File: config.mk
export PLATFORM = sky130hd
export DESIGN_NAME = h14tx_period_scheduler_flat
export DESIGN_NICKNAME = d
export VERILOG_FILES = /design/src/rtl/h14tx_period_scheduler_if.sv /design/src/rtl/h14tx_period_scheduler.sv /design/src/flat_wrapper.sv
export SDC_FILE = /design/constraint.sdc
export NUM_CORES = 1
export LEC_CHECK = 0
export CELL_PAD_IN_SITES_DETAIL_PLACEMENT = 1
export CELL_PAD_IN_SITES_GLOBAL_PLACEMENT = 1
export CORE_MARGIN = 2
export CORE_UTILIZATION = 30
export DETAILED_ROUTE_END_ITERATION = 8
export GPL_TIMING_DRIVEN = 0
export PLACE_DENSITY_LB_ADDON = 0.15
export SYNTH_ARGS = -nofsm -noshare
export SYNTH_HDL_FRONTEND = slang
export SYNTH_SLANG_ARGS = --single-unit
File: constraint.sdc
create_clock -name clk -period 3.35 [get_ports clk]
set_clock_uncertainty 0.1 [all_clocks]
set_input_delay 0.335 -clock clk [delete_from_list [all_inputs] [get_ports clk]]
set_output_delay 0.335 -clock clk [all_outputs]
set_load 0.005 [all_outputs]
File: src/rtl/h14tx_period_scheduler_if.sv
// Period-scheduler bundle: timing/request inputs from the video timing source,
// period/encoder-select outputs towards the TERC4/TMDS/guard encoders.
interface h14tx_period_scheduler_if;
  logic        video_next;
  logic        de_next;
  logic [11:0] blank_remaining;
  logic        island_req;
  logic [4:0]  island_len;
  logic [2:0]  period;
  logic [3:0]  ctl;
  logic        guard_active;
  logic        guard_switch;
  logic        island_ack;
  logic        packet_start;
  logic [4:0]  packet_index;
  logic        overrun;

  modport master (
    output video_next, de_next, blank_remaining, island_req, island_len,
    input  period, ctl, guard_active, guard_switch, island_ack,
           packet_start, packet_index, overrun
  );

  modport slave (
    input  video_next, de_next, blank_remaining, island_req, island_len,
    output period, ctl, guard_active, guard_switch, island_ack,
           packet_start, packet_index, overrun
  );
endinterface

File: src/rtl/h14tx_period_scheduler.sv
// HDMI 1.4 TX period sequencer: control / video preamble+guard+active /
// data-island preamble+guards+packets, one decision per TMDS character clock.
module h14tx_period_scheduler #(
  parameter int MinGap     = 4,
  parameter int MaxPackets = 18
) (
  input logic                     clk,
  input logic                     rst,
  h14tx_period_scheduler_if.slave bus
);

  typedef enum logic [2:0] {
    P_CTRL   = 3'd0,
    P_VPRE   = 3'd1,
    P_VGUARD = 3'd2,
    P_VACT   = 3'd3,
    P_IPRE   = 3'd4,
    P_IGL    = 3'd5,
    P_IDATA  = 3'd6,
    P_IGT    = 3'd7
  } period_e;

  localparam logic [2:0] MIN_G = 3'(MinGap);
  localparam logic [4:0] MAX_N = 5'(MaxPackets);

  period_e    st, st_d;
  logic [2:0] cnt, cnt_d;
  logic [4:0] slot, slot_d;
  logic [4:0] pidx, pidx_d;
  logic [4:0] n_lat, n_d;
  logic [2:0] gap, gap_d;
  logic [3:0] ctl_q, ctl_d;
  logic       ga_q, ga_d, gs_q, gs_d, ack_q, ack_d, ps_q, ps_d, ovr_q, ovr_d;

  logic [4:0]  n_clamp;
  logic [11:0] need;
  logic        accept;

  // Island must fit, plus the trailing control gap, before the next video preamble.
  always_comb begin
    n_clamp = (bus.island_len > MAX_N) ? MAX_N : bus.island_len;
    need    = 12'({n_clamp, 5'b00000}) + 12'd16;
    accept  = bus.island_req && !bus.video_next && (gap >= MIN_G) &&
              (bus.island_len != 5'd0) && (bus.blank_remaining >= need);
  end

  always_comb begin
    st_d   = st;
    cnt_d  = cnt;
    slot_d = slot;
    pidx_d = pidx;
    n_d    = n_lat;
    ovr_d  = ovr_q;
    case (st)
      P_CTRL: begin
        if (bus.video_next) begin
          st_d  = P_VPRE;
          cnt_d = 3'd0;
          if (gap < MIN_G) ovr_d = 1'b1;
        end else if (accept) begin
          st_d  = P_IPRE;
          cnt_d = 3'd0;
          n_d   = n_clamp;
        end
      end
      P_VPRE: begin
        if (bus.video_next) ovr_d = 1'b1;
        if (cnt == 3'd7) begin
          st_d  = P_VGUARD;
          cnt_d = 3'd0;
        end else begin
          cnt_d = cnt + 3'd1;
        end
      end
      P_VGUARD: begin
        if (bus.video_next) ovr_d = 1'b1;
        if (cnt == 3'd1) st_d = P_VACT;
        else             cnt_d = cnt + 3'd1;
      end
      P_VACT: begin
        if (bus.video_next) ovr_d = 1'b1;
        if (!bus.de_next) st_d = P_CTRL;
      end
      default: begin
        // Island states: a video_next here aborts the island outright.
        if (bus.video_next) begin
          st_d   = P_VPRE;
          cnt_d  = 3'd0;
          slot_d = 5'd0;
          pidx_d = 5'd0;
          ovr_d  = 1'b1;
        end else begin
          case (st)
            P_IPRE: begin
              if (cnt == 3'd7) begin
                st_d  = P_IGL;
                cnt_d = 3'd0;
              end else begin
                cnt_d = cnt + 3'd1;
              end
            end
            P_IGL: begin
              if (cnt == 3'd1) begin
                st_d   = P_IDATA;
                slot_d = 5'd0;
                pidx_d = 5'd0;
              end else begin
                cnt_d = cnt + 3'd1;
              end
            end
            P_IDATA: begin
              if (slot == 5'd31) begin
                slot_d = 5'd0;
                if (pidx == n_lat - 5'd1) begin
                  st_d   = P_IGT;
                  cnt_d  = 3'd0;
                  pidx_d = 5'd0;
                end else begin
                  pidx_d = pidx + 5'd1;
                end
              end else begin
                slot_d = slot + 5'd1;
              end
            end
            default: begin
              if (cnt == 3'd1) st_d = P_CTRL;
              else             cnt_d = cnt + 3'd1;
            end
          endcase
        end
      end
    endcase

    gap_d = (st_d == P_CTRL) ? ((gap == 3'd7) ? gap : gap + 3'd1) : 3'd0;
    ctl_d = (st_d == P_VPRE) ? 4'b0001 : (st_d == P_IPRE) ? 4'b0101 : 4'b0000;
    ga_d  = (st_d == P_VGUARD) || (st_d == P_IGL) || (st_d == P_IGT);
    gs_d  = (st_d == P_IGL) || (st_d == P_IGT);
    ack_d = (st == P_CTRL) && (st_d == P_IPRE);
    ps_d  = (st_d == P_IDATA) && (slot_d == 5'd0);
  end

  always_ff @(posedge clk) begin
    if (rst) begin
      st    <= P_CTRL;
      cnt   <= 3'd0;
      slot  <= 5'd0;
      pidx  <= 5'd0;
      n_lat <= 5'd0;
      gap   <= 3'd0;
      ctl_q <= 4'd0;
      ga_q  <= 1'b0;
      gs_q  <= 1'b0;
      ack_q <= 1'b0;
      ps_q  <= 1'b0;
      ovr_q <= 1'b0;
    end else begin
      st    <= st_d;
      cnt   <= cnt_d;
      slot  <= slot_d;
      pidx  <= pidx_d;
      n_lat <= n_d;
      gap   <= gap_d;
      ctl_q <= ctl_d;
      ga_q  <= ga_d;
      gs_q  <= gs_d;
      ack_q <= ack_d;
      ps_q  <= ps_d;
      ovr_q <= ovr_d;
    end
  end

  assign bus.period       = st;
  assign bus.ctl          = ctl_q;
  assign bus.guard_active = ga_q;
  assign bus.guard_switch = gs_q;
  assign bus.island_ack   = ack_q;
  assign bus.packet_start = ps_q;
  assign bus.packet_index = pidx;
  assign bus.overrun      = ovr_q;

endmodule
File: src/flat_wrapper.sv
// flat-port wrapper written by rule: the top's interface ports become plain ports
module h14tx_period_scheduler_flat 
#(
  parameter int MinGap     = 4,
  parameter int MaxPackets = 18
)
  (clk, rst, bus_video_next, bus_de_next, bus_blank_remaining, bus_island_req, bus_island_len, bus_period, bus_ctl, bus_guard_active, bus_guard_switch, bus_island_ack, bus_packet_start, bus_packet_index, bus_overrun);
  h14tx_period_scheduler_if bus_i ();
  input logic clk;
  input logic rst;
  input wire logic [$bits(bus_i.video_next)-1:0] bus_video_next;
  input wire logic [$bits(bus_i.de_next)-1:0] bus_de_next;
  input wire logic [$bits(bus_i.blank_remaining)-1:0] bus_blank_remaining;
  input wire logic [$bits(bus_i.island_req)-1:0] bus_island_req;
  input wire logic [$bits(bus_i.island_len)-1:0] bus_island_len;
  output wire logic [$bits(bus_i.period)-1:0] bus_period;
  output wire logic [$bits(bus_i.ctl)-1:0] bus_ctl;
  output wire logic [$bits(bus_i.guard_active)-1:0] bus_guard_active;
  output wire logic [$bits(bus_i.guard_switch)-1:0] bus_guard_switch;
  output wire logic [$bits(bus_i.island_ack)-1:0] bus_island_ack;
  output wire logic [$bits(bus_i.packet_start)-1:0] bus_packet_start;
  output wire logic [$bits(bus_i.packet_index)-1:0] bus_packet_index;
  output wire logic [$bits(bus_i.overrun)-1:0] bus_overrun;
  assign bus_i.video_next = bus_video_next;
  assign bus_i.de_next = bus_de_next;
  assign bus_i.blank_remaining = bus_blank_remaining;
  assign bus_i.island_req = bus_island_req;
  assign bus_i.island_len = bus_island_len;
  assign bus_period = bus_i.period;
  assign bus_ctl = bus_i.ctl;
  assign bus_guard_active = bus_i.guard_active;
  assign bus_guard_switch = bus_i.guard_switch;
  assign bus_island_ack = bus_i.island_ack;
  assign bus_packet_start = bus_i.packet_start;
  assign bus_packet_index = bus_i.packet_index;
  assign bus_overrun = bus_i.overrun;
  h14tx_period_scheduler #(.MinGap(MinGap), .MaxPackets(MaxPackets)) u_core (.clk(clk), .rst(rst), .bus(bus_i));
endmodule
==> job_summary.md, run 1 <==
## Synthesis and layout report

| Metric | Value |
|---|---|
| Cell area after synthesis | 1989 sq um |
| Internal power | 568.5 uW |
| Post-route cell area | 2495 sq um |
| Crit path max-delay family | simple AND/OR/NAND/NOR gates |
| Register share after synthesis | 31.19% |
| Startpoint class of the critical path | input port |
| Top pwr grp | registers |
| TNS Setup | 0 ps |
| # setup viols final | 0 |
| Hold crit path type | flip-flop to flip-flop |
| Logic area | 1286 sq um |
| Status | finished clean |
| Iter 0 DRT Violations | 24 |
| Ys flop type | dfxtp_1 |
| Slew Limit Fails | 0 |
| Clock group total power | 289 uW |
| Flop area | 620.6 sq um |
| Most common logic cell in the routed design | clkdlybuf4s50_1 |
| Io pins | 39 |
| # rows | 29 |
| Dpl hpwl | 3814 microns |
| Log Warnings | 31 |
| Worst vdd ir | 0.2145 mV |
| Die width | 85.44 microns |
| Critical Path End | u_core.n_lat[2] |
| Combinational power share | 13.6% |
| Fin crit share | 78.28% |
| Crit. End Element | flip-flop |
run 1: final cells by class:
class | count | share of cell area (%)
clock buffers | 6 | 2.909
repair buffers | 32 | 12.84
multi-input cells | 180 | 51.55
flip-flops and latches | 31 | 24.87
clock inverters | 2 | 0.5015
plain buffers | 11 | 2.558
well taps | 77 | 3.862
inverters | 6 | 0.9027
run 1: cell families after synthesis:
family                   synth area share (%)
AND/OR/NAND/NOR                         27.36
AND-OR/OR-AND                           20.82
flip-flops                              31.20
buffers and inverters                   4.339
adder cells (fa/ha/maj)                 8.805
XOR/XNOR                                5.283
multiplexers                            2.013
other                                  0.1885
run 1: worst reg2reg max path: stages (launching register included):
cell	delay, ps
dfxtp_1	370
ha_1	250
and3_1	190
ha_1	250
nor4_4	420
a21oi_1	130
a31o_1	210
and3_1	170
and4b_1	190
run 1: synthesized netlist by cell type (all sizes together), types with 2 or more instances:
library cell   n
a2111oi        2
a211o          2
a211oi         3
a21boi         2
a21o           5
a21oi         14
a22oi          6
and2           2
and3           2
buf            7
clkbuf         4
dfxtp         31
ha            14
inv            6
mux2i          4
nand2         19
nand2b         7
nand3          6
nand3b         3
nand4          2
nor2          29
nor2b          3
nor3           8
nor4           2
o211ai         2
o21ai          4
o22ai          4
or2            3
or3            3
xnor2          4
xor2           8
run 1: sequential cells by signal, indices dropped and copies added (netlist names):
signal,flops
u_core.bus.packet_index,5
u_core.n_lat,5
u_core.slot,5
u_core.bus.period,3
u_core.cnt,3
u_core.gap,3
u_core.bus.ctl,2
u_core.bus.guard_active,1
u_core.bus.guard_switch,1
u_core.bus.island_ack,1
u_core.bus.overrun,1
u_core.bus.packet_start,1
run 1: routing by layer:
metal  share of wire, %  up-vias
met5                  0        -
met4                1.1        0
met3                3.5        5
met2                 46       29
met1                 50      811
li1                   -      890
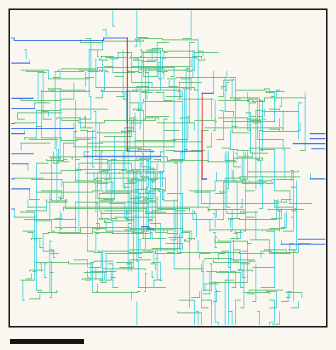
run_1/metal_stack.png
Scale bar: 20 microns.
[met1] green | wire length: 2480 microns
[met2] cyan | wire length: 2260 microns
[met3] blue | wire length: 173 microns
[met4] red | wire length: 53.7 microns
DR vias: 1735
Tot GR Track Use: 14.62%
Detailed Route WL: 4959 microns

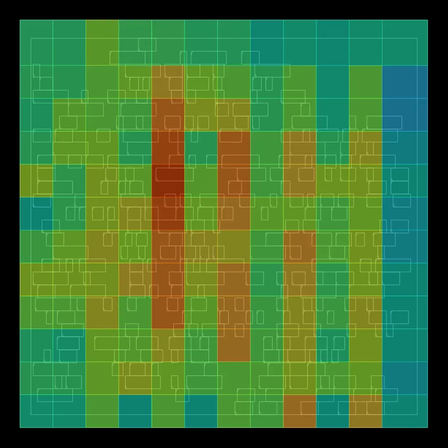
run_1/final_congestion.png
met1 track demand over resource: 19.30%
post-layout util: 39.07%
met3 track demand over resource: 2.918%
grt met2 use: 23.86%
Avg WL per Cell: 14.37 microns

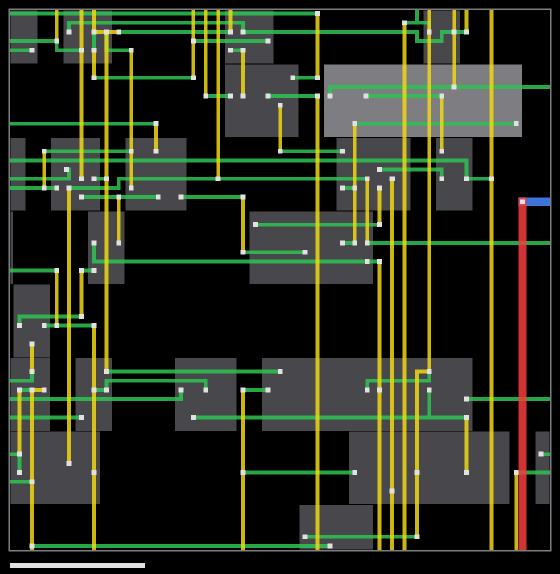
run_1/zoom.png
Scale bar: 5 microns. Region (33, 50) to (53, 70) microns. Cells in gray, sequential cells in the stronger gray; small squares are vias.
[met4] red
[met2] yellow
[met1] green
[met3] blue
netlist names of flops here include: u_core.slot (1)
most frequent: nor2_1 (3)
cells with their middle in the window: 17
sequential cells in the window: 1

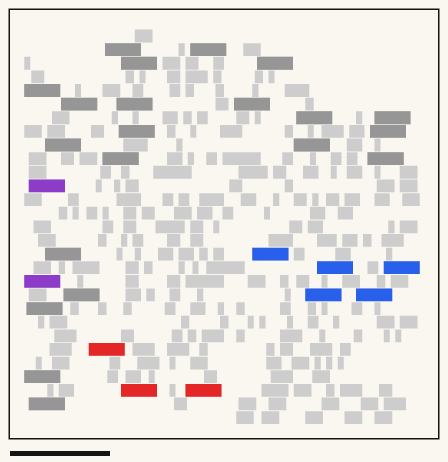
run_1/registers.png
Scale bar: 20 microns. Other sequential cells in the stronger gray, the rest of the logic in the fainter gray.
[u_core.n_lat] blue | placed flops: 5 | where: middle right
[u_core.bus.ctl] purple | placed flops: 2
[u_core.cnt] red | placed flops: 3
not colored: 21
flop share of the area: 24.87%
seq pwr: 376 uW

==> run 1 -> run 2 <==
clock period = 2.7 ns   (was 3.35 ns; I/O delays follow)
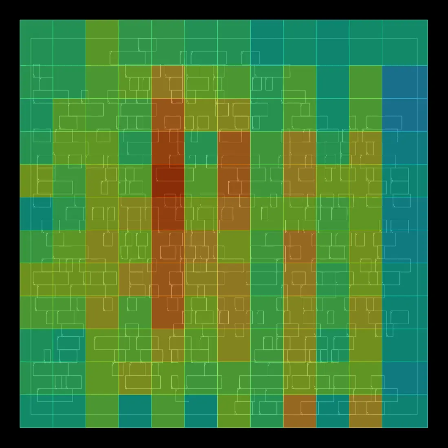
run_2/final_congestion.png
Avg WL per Cell: 14.41 microns
Top Usage Layer GRT: met2

==> run 2 against run 1 <==
Wire length up 0.56%; flip-flop count unchanged; power up 25%; critical path depth unchanged; utilization up 0.88 points; non-clock buffer count up 1; clock power up 24%; die area unchanged; area after synthesis unchanged; highest routed layer unchanged.
==> job_summary.md, run 2 <==
## Synthesis and layout report

| Metric | Value |
|---|---|
| Internal power | 708.9 uW (was 568.5 uW) |
| # setup viols final | 0 (unchanged) |
| Register share after synthesis | 31.19% (unchanged) |
| Dpl hpwl | 3814 microns (unchanged) |
| Combinational power share | 14.4% (was 13.6%) |
| Log Warnings | 31 (unchanged) |
| Seq pwr | 467 uW (was 376 uW) |
| Io pins | 39 (unchanged) |
| Iter 0 DRT Violations | 20 (was 24) |
| # rows | 29 (unchanged) |
| Tot GR Track Use | 14.62% (unchanged) |
| Post-route cell area | 2551 sq um (was 2495 sq um) |
| Cell area after synthesis | 1989 sq um (unchanged) |
| DR vias | 1736 (was 1735) |
| Top pwr grp | registers (unchanged) |
| Crit path max-delay family | AND-OR/OR-AND gates (was simple AND/OR/NAND/NOR gates) |
| Fin crit share | 93.49% |
| Status | finished clean (unchanged) |
| Post-synth top cells | 31 x dfxtp_1, 28 x nor2_1, 17 x nand2_1, 14 x a21oi_1, 14 x ha_1 (unchanged) |
| Clock group total power | 359 uW (was 289 uW) |
| TNS Setup | 0 ps (unchanged) |
| Startpoint class of the critical path | input port (unchanged) |
| Detailed Route WL | 4987 microns (was 4959 microns) |
| Die width | 85.44 microns (unchanged) |
| Crit. End Element | flip-flop (unchanged) |
-- run 2: final cells by class --
type	instances	area (sq um)	share of cell area (%)
plain buffers	11	63.81	2.501
well taps	77	96.34	3.776
clock buffers	6	72.57	2.845
repair buffers	33	327.8	12.85
flip-flops and latches	31	620.6	24.33
multi-input cells	180	1335	52.33
clock inverters	2	12.51	0.4904
inverters	6	22.52	0.8828
-- run 2: worst reg2reg max path: stages (launching register included) --
cell and delay [ps]:
dfxtp_1 370, ha_1 250, and3_1 190, ha_1 250
nor4_4 430, a21oi_1 130, a31o_1 210, and3_1 170
and4b_1 190
-- run 2: logic make-up (layout without fill, tap and decap cells) --
group | after synthesis | in the layout | share of synthesized area (%)
AOI/OAI and AO/OA | 54 | 54 | 20.82
xor gates and xnor gates | 12 | 12 | 5.283
adders and majority gates | 14 | 14 | 8.805
buffers and inverters | 17 | 58 | 4.339
DFF | 31 | 31 | 31.20
muxes | 4 | 4 | 2.013
and+or+nand+nor | 94 | 94 | 27.36
other | 1 | 2 | 0.1885
-- run 2: worst min-delay path by stage --
stage | slack (ps) | to
2_1_floorplan | 250 | u_core.bus.guard_switch
3_3_place_gp | 370 | u_core.bus.overrun
3_5_place_dp | 370 | u_core.bus.overrun
4_1_cts | 390 | u_core.slot[3]
5_1_grt | 410 | u_core.slot[3]
6_report | 390 | u_core.slot[3]
-- run 2: per-layer routing --
metal  routed length [microns]  up-vias  share of wire, %  global-route usage [%]
li1                          -      893                 -                       -
met2                      2260       24                45                   23.86
met1                      2498      814                50                   19.30
met4                        53        0               1.1                   4.762
met5                         0        -                 0                       0
met3                       175        5               3.5                   2.918
-- run 2: repair_timing --
action / 4_1_cts / 5_1_grt
buffers inserted: 0 / 1
resized: 0 / 9
setup endpoints to repair: 0 / 9
hold buffers: 0 / 0
run_2/registers.png
Scale bar: 20 microns. Other sequential cells in the stronger gray, the rest of the logic in the fainter gray.
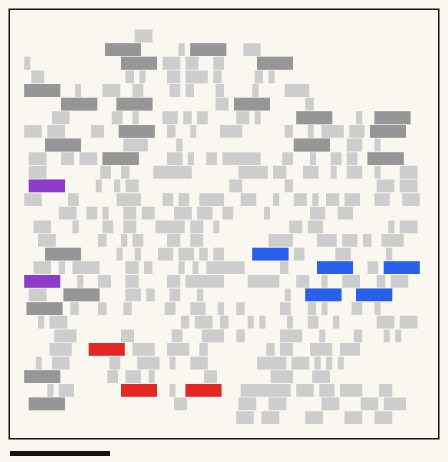

==> run 2 -> run 3 <==
CORE_UTILIZATION = 39   (was 30)
SETUP_SLACK_MARGIN = 0.5   (was default)
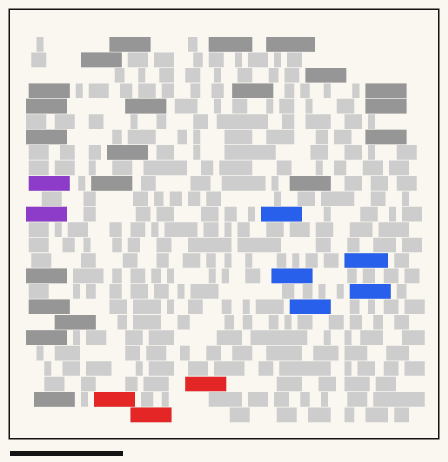
run_3/registers.png
Scale bar: 20 microns. Other sequential cells in the stronger gray, the rest of the logic in the fainter gray.
[u_core.cnt] red | placed flops: 3
[u_core.n_lat] blue | placed flops: 5
[u_core.bus.ctl] purple | placed flops: 2
not colored: 21
post-layout util: 57.45%
flop share of the area: 22.65%
seq pwr: 465 uW

==> run 3 against run 2 <==
Combinational power is 19% higher; critical path depth stayed put; sequential power hardly changed; global-route usage is 5.9 points higher; critical path type unchanged; critical endpoint is now u_core.bus.packet_start.
==> job_summary.md, run 3 <==
## Synthesis and layout report

| Metric | Value |
|---|---|
| Synth logic family | simple AND/OR/NAND/NOR gates (unchanged) |
| Crit. End Element | flip-flop (unchanged) |
| Logic share of the area | 51.22% (was 52.33%) |
| Die width | 75.42 microns (was 85.44 microns) |
| Log Warnings | 31 (unchanged) |
| TNS Setup | 0 ps (unchanged) |
| Bufs w/o clock | 60 (was 44) |
| Hold crit path type | input port to flip-flop (was flip-flop to flip-flop) |
| XOR Share, Synth | 5.283% (unchanged) |
| Startpoint class of the critical path | input port (unchanged) |
| Combinational power share | 16.0% (was 14.4%) |
| Worst vdd ir | 0.3343 mV (was 0.2671 mV) |
| Mux share | 2.013% (unchanged) |
| Critical Path End | u_core.bus.packet_start (was u_core.bus.guard_active) |
| Status | finished clean (unchanged) |
| Tot GR Track Use | 20.47% (was 14.62%) |
| Cell area after synthesis | 1989 sq um (unchanged) |
| Inverters | 6 (unchanged) |
| Comb_multi_in | 180 (unchanged) |
| Post-synth top cells | 31 x dfxtp_1, 28 x nor2_1, 17 x nand2_1, 14 x a21oi_1, 14 x ha_1 (unchanged) |
| # rows | 25 (was 29) |
| CLK BUF | 7 (was 6) |
| Crit path max-delay family | simple AND/OR/NAND/NOR gates (was AND-OR/OR-AND gates) |
| Biggest Area Class | logic gates (unchanged) |
| Logic area | 1418 sq um (was 1335 sq um) |
| Detailed Route WL | 5436 microns (was 4987 microns) |
| Register share after synthesis | 31.19% (unchanged) |
| Num tapcells | 67 (was 77) |
| Dpl hpwl | 3741 microns (was 3814 microns) |
| Io pins | 39 (unchanged) |
| Fin crit share | 78.93% (was 93.49%) |
| Seq_cells | 31 (unchanged) |
| Ys flop type | dfxtp_1 (unchanged) |
| Adder-cell share of the synthesized area | 8.805% (unchanged) |
## run 3: cell counts after synthesis
Identical to the previous run, type by type.
## run 3: tightest hold or removal path, delay by kind of cell
kind | cells | cell delay, ps
buf+inv | 1 | 160
mux | 1 | 90
simple gates | 1 | 70
## run 3: per-layer routing
metal | routed length (microns) | GRT usage (%)
met5 | 0 | 0
met4 | 79 | 7.212
met3 | 197 | 4.365
met2 | 2721 | 35.56
met1 | 2438 | 24.98
## run 3: repair_timing
item,in CTS,in global routing
hold buffers,0,0
resized,27,24
buffers inserted,15,2
pin swaps,14,8
endpoints found under the setup margin,19,15
## run 3: worst min-delay path by stage
stage	cells past startpoint	to	slack, ps	startpoint
3_5_place_dp	2	u_core.bus.overrun	370	u_core.bus.overrun
5_1_grt	3	u_core.n_lat[4]	290	bus_island_len[4]
3_3_place_gp	2	u_core.bus.overrun	370	u_core.bus.overrun
2_1_floorplan	1	u_core.bus.guard_switch	250	rst
6_report	3	u_core.n_lat[4]	260	bus_island_len[4]
4_1_cts	3	u_core.n_lat[4]	220	bus_island_len[4]
## run 3: per-stage QoR
stage	utilization (%)	instance area (sq um)	std cells	setup slack, ps
final	57.45	2768	352	568.9
after global routing	57.45	2768	352	494.7
after CTS	55.58	2678	350	500.8
after detailed placement	49.77	2397	327	-167.6
after global placement	49.77	2397	327	-151.1
after floorplan	-	1993	228	521.3
## run 3: power by group through the flow
stage / registers, uW / clock network (uW) / logic, uW
2_1_floorplan: 477 / 0 / 75.1
4_1_cts: 466 / 423 / 156
5_1_grt: 466 / 433 / 181
3_5_place_dp: 477 / 0 / 131
3_3_place_gp: 477 / 0 / 128
6_report: 465 / 406 / 166
Power and IR drop assume default switching activity.
